===== src/rtl/gray_counter.sv =====
// Up/down binary counter with registered Gray-code mirror and wrap pulse.
// Define GRAY_CNT_SAT_EN to saturate at the range ends instead of wrapping (wrap tied low).
module gray_counter #(
  parameter int unsigned WIDTH = 4
) (
  input  logic             clk,
  input  logic             rst_n,
  input  logic             en,
  input  logic             up,
  input  logic             load,
  input  logic [WIDTH-1:0] load_bin,
  output logic [WIDTH-1:0] bin,
  output logic [WIDTH-1:0] gray,
  output logic             wrap
);

  localparam logic [WIDTH-1:0] ONE = {{(WIDTH-1){1'b0}}, 1'b1};

  function automatic logic [WIDTH-1:0] to_gray(input logic [WIDTH-1:0] b);
    return b ^ (b >> 1);
  endfunction

  logic [WIDTH-1:0] bin_q;
  logic [WIDTH-1:0] gray_q;
  logic             wrap_q;

  logic [WIDTH-1:0] step_bin;
  logic             at_end;
  logic             step_wrap;

  // at_end marks the step that crosses the range boundary in the sampled direction
  always_comb begin
    step_bin  = '0;
    at_end    = 1'b0;
    step_wrap = 1'b0;
    if (up) begin
      at_end   = &bin_q;
      step_bin = bin_q + ONE;
    end else begin
      at_end   = ~|bin_q;
      step_bin = bin_q - ONE;
    end
`ifdef GRAY_CNT_SAT_EN
    if (at_end) begin
      step_bin = bin_q;
    end
    step_wrap = 1'b0;
`else
    step_wrap = at_end;
`endif
  end

  always_ff @(posedge clk) begin
    if (!rst_n) begin
      bin_q  <= '0;
      gray_q <= '0;
      wrap_q <= 1'b0;
    end else if (load) begin
      bin_q  <= load_bin;
      gray_q <= to_gray(load_bin);
      wrap_q <= 1'b0;
    end else if (en) begin
      bin_q  <= step_bin;
      gray_q <= to_gray(step_bin);
      wrap_q <= step_wrap;
    end else begin
      wrap_q <= 1'b0;
    end
  end

  assign bin  = bin_q;
  assign gray = gray_q;
  assign wrap = wrap_q;

endmodule


===== config.mk =====
export PLATFORM = sky130hd
export DESIGN_NAME = gray_counter
export DESIGN_NICKNAME = d
export VERILOG_FILES = /design/src/rtl/gray_counter.sv
export SDC_FILE = /design/constraint.sdc
export NUM_CORES = 1
export LEC_CHECK = 0
export ABC_AREA = 1
export CAP_MARGIN = 20
export CORE_AREA = 2 2 39 41
export CTS_BUF_LIST = sky130_fd_sc_hd__clkbuf_8 sky130_fd_sc_hd__clkbuf_16
export CTS_CLUSTER_SIZE = 40
export DETAILED_ROUTE_END_ITERATION = 6
export DIE_AREA = 0 0 41 43
export PLACE_DENSITY = 0.83
export SETUP_SLACK_MARGIN = 0.15
export SLEW_MARGIN = 20
export SYNTH_ARGS = -nofsm -noshare
export SYNTH_HDL_FRONTEND = slang
export SYNTH_SLANG_ARGS = --single-unit

===== constraint.sdc =====
create_clock -name clk -period 5 [get_ports clk]
set_clock_uncertainty 0.1 [all_clocks]
set_input_delay 1.5 -clock clk [delete_from_list [all_inputs] [get_ports clk]]
set_output_delay 1.5 -clock clk [all_outputs]
set_load 0.02 [all_outputs]

**Congestion heat map**

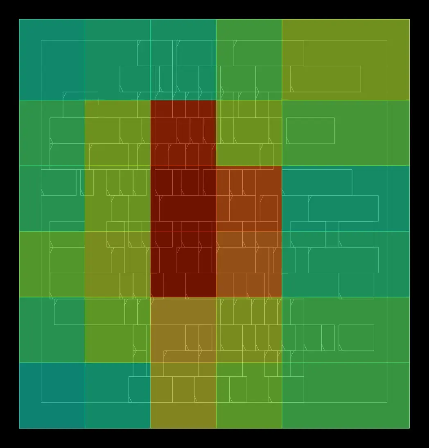
Core Util, Final: 0.6004
GR Util met3: 0.07330
GRT Total Usage: 0.2078
met1 usage: 0.2540

**Wires at chosen ports, followed through buffers**

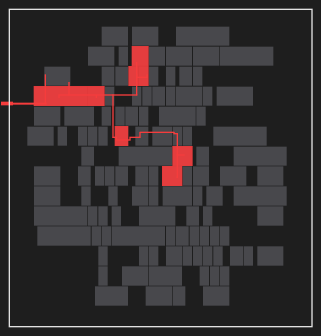
legend:
  load:
    colour: red
    bits: 1
    direction: input
    edge: left
    end_cells: 8
    buffers: 1
    wire: 50.7 microns

**Placement by cell class**

Bar = 10 microns. Fill, decap, tap and diode cells in grey.
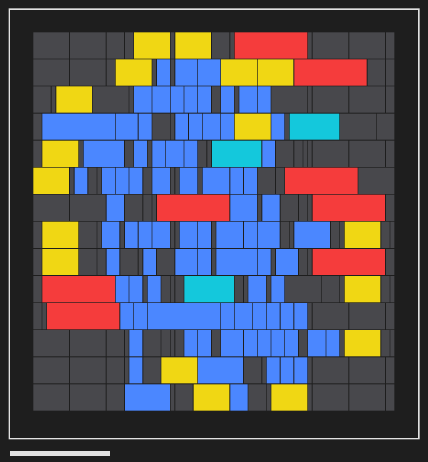
legend:
  clock drivers:
    colour: cyan
    cells: 3
    share_of_their_area: 5.1%
  other buffers and delay cells:
    colour: yellow
    cells: 17
    share_of_their_area: 21%
  combinational and other logic:
    colour: blue
    cells: 85
    share_of_their_area: 54%
  flops:
    colour: red
    cells: 8
    share_of_their_area: 20%
register share of the cell area: 0.1928
fin area: 830.8 sq um
row cnt: 14

==> flow_summary.yaml <==
# flow metrics
outcome:
  status: "complete, no violations"
drt:
  antenna_left: 0
  drt-pass1-iter-count: 4
  drc: 0
  wl_per_cell_microns: 11.60
  drtIter0Drc: 19
  vias_per_cell: 5.209
critical_path:
  cp_data_arrival_time_ns: 3.14
  end_kind: "register"
  critPathCapture: "gray[2]"
  critPathMaxFanout: 4
  r2r_setup_slack_ns: 3.37
  critical_path_class: "input pin to register"
clock_tree:
  post_cts.repair.setup_buffers: 0
  post_cts_resized: 0
  cts_buffer_depth: 2
placement:
  gp_congestion: 0.8757
  place_area_sq_um: 789.5
logic_synthesis:
  synth_cells: 95
  ys_seq_frac: 0.2591
  synth_cell_types: 24
  synthArstFlopShare: 0
  yosys_area_sq_um: 618.1
  synth_warnings: 0
  yosys-stat-cells: 95
pwr:
  p_seq_mw: 0.0759
  power_mw: 0.2273
  power.share.clock: 0.345
  power.density_mw_per_mm2: 273.6
  peakVddDrop_mv: 0.1709
  power_frac_seq: 0.334
  intPower_mw: 0.1533
layout:
  nFillCells: 130
  final_nets: 127
  stdcell_count: 129
  seq_area_sq_um: 160.2
  drive_gt1_frac: 0.1062
  antenna_cells: 0
floorplan:
  core_sq_mm: 0.001384
  die_x_microns: 41
sta:
  fin_setup_tns_ns: 0
  setup_violations: 0
global_routing:
  grt_max_degree: 9
  grt.overflow.total: 0
run:
  warning_count: 26
min_path:
  hold_start: "gray[0]"
  hold_end: "gray[0]"
**The metal 1 layer**

Supply wires on this layer in grey.
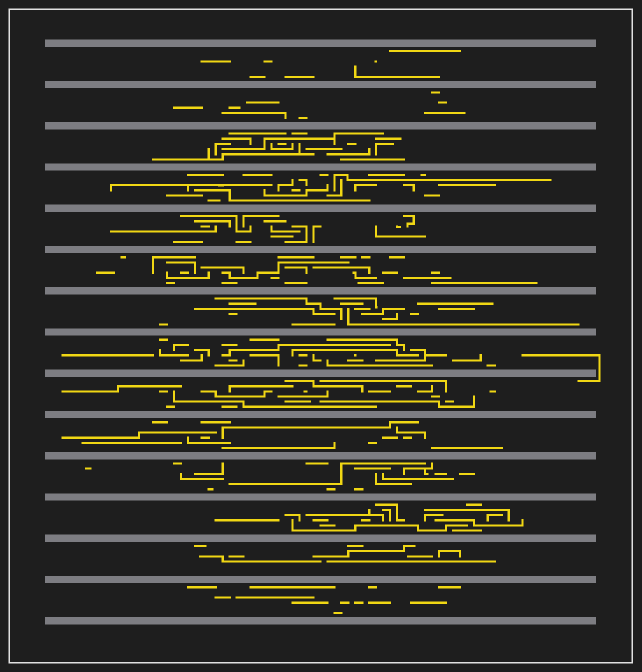
wire length on this layer: 632 microns
main direction: horizontal
longest straight run: 15.2 microns
nets with wire on the layer: 110
share of all routed wire: 42%
routed wire length: 1.497 mm
via count: 672

**Local utilization**

The die is cut into 8 by 9 equal tiles; white is low, dark blue is high, 0 to 100% covered.
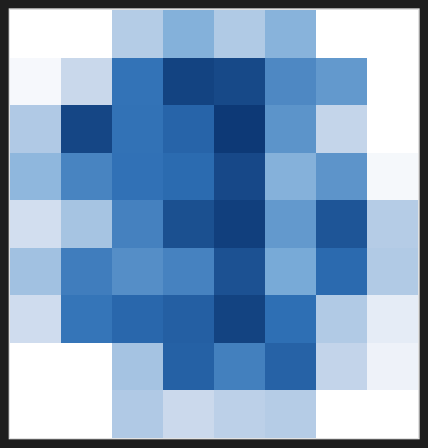
densest ninth of the die: middle
nearly empty tiles: 17%
fullest tile: 96%
mean over tiles: 46%

logic make-up after synthesis:
group,count (synthesis),synth area share
adder cells (fa/ha/maj),3,0.07287
AND/OR/NAND/NOR,50,0.3866
buffers and inverters,19,0.1417
AND-OR/OR-AND,15,0.1397
flip-flops,8,0.2591
layout make-up:
class / instances / share of cell area
timing repair buffer: 17 / 0.2048
inverter: 17 / 0.08283
clock buffer: 3 / 0.04970
tap: 16 / 0.02410
sequential: 8 / 0.1928
multi-input combinational: 68 / 0.4458
worst max-delay path: stages:
cell and delay (ns):
clkdlybuf4s50_1 0.49, inv_1 0.11, fa_1 0.44, nand2_1 0.07, nand2_1 0.13, nor2_2 0.17
nand3_1 0.12, nand2_1 0.07, nor2_1 0.04
metrics by stage:
stage / utilization / worst slack [ns]
global placement: 0.5705 / 1.744
CTS: 0.6004 / 1.898
detailed placement: 0.5705 / 1.671
global route: 0.6004 / 1.746
finish: 0.6004 / 1.891
floorplan: - / 2.332
sequential cells by signal, summed over array words and instances, names as in the netlist:
name  flops
gray      3
wrap      1
bin       4
routing by layer:
layer  share of wire  global-route usage  routed length [microns]
met1            0.42              0.2540                      632
met2            0.49              0.3094                      727
met3           0.064             0.07330                       96
met4           0.027              0.1000                       40
met5               0                   0                        0
Yosys cell counts, types with 2 or more instances:
master / instances / area (sq um)
a21oi_1: 4 / 20.02
a22oi_1: 2 / 15.01
a31oi_1: 2 / 12.51
dfxtp_1: 8 / 160.2
ha_1: 2 / 25.02
inv_1: 13 / 48.80
inv_2: 2 / 7.510
inv_4: 2 / 12.51
nand2_1: 26 / 97.59
nand3_1: 7 / 35.03
nor2_1: 11 / 41.29
o21ai_0: 4 / 20.02
No activity file was given, so power comes from the tool's default toggle rates.
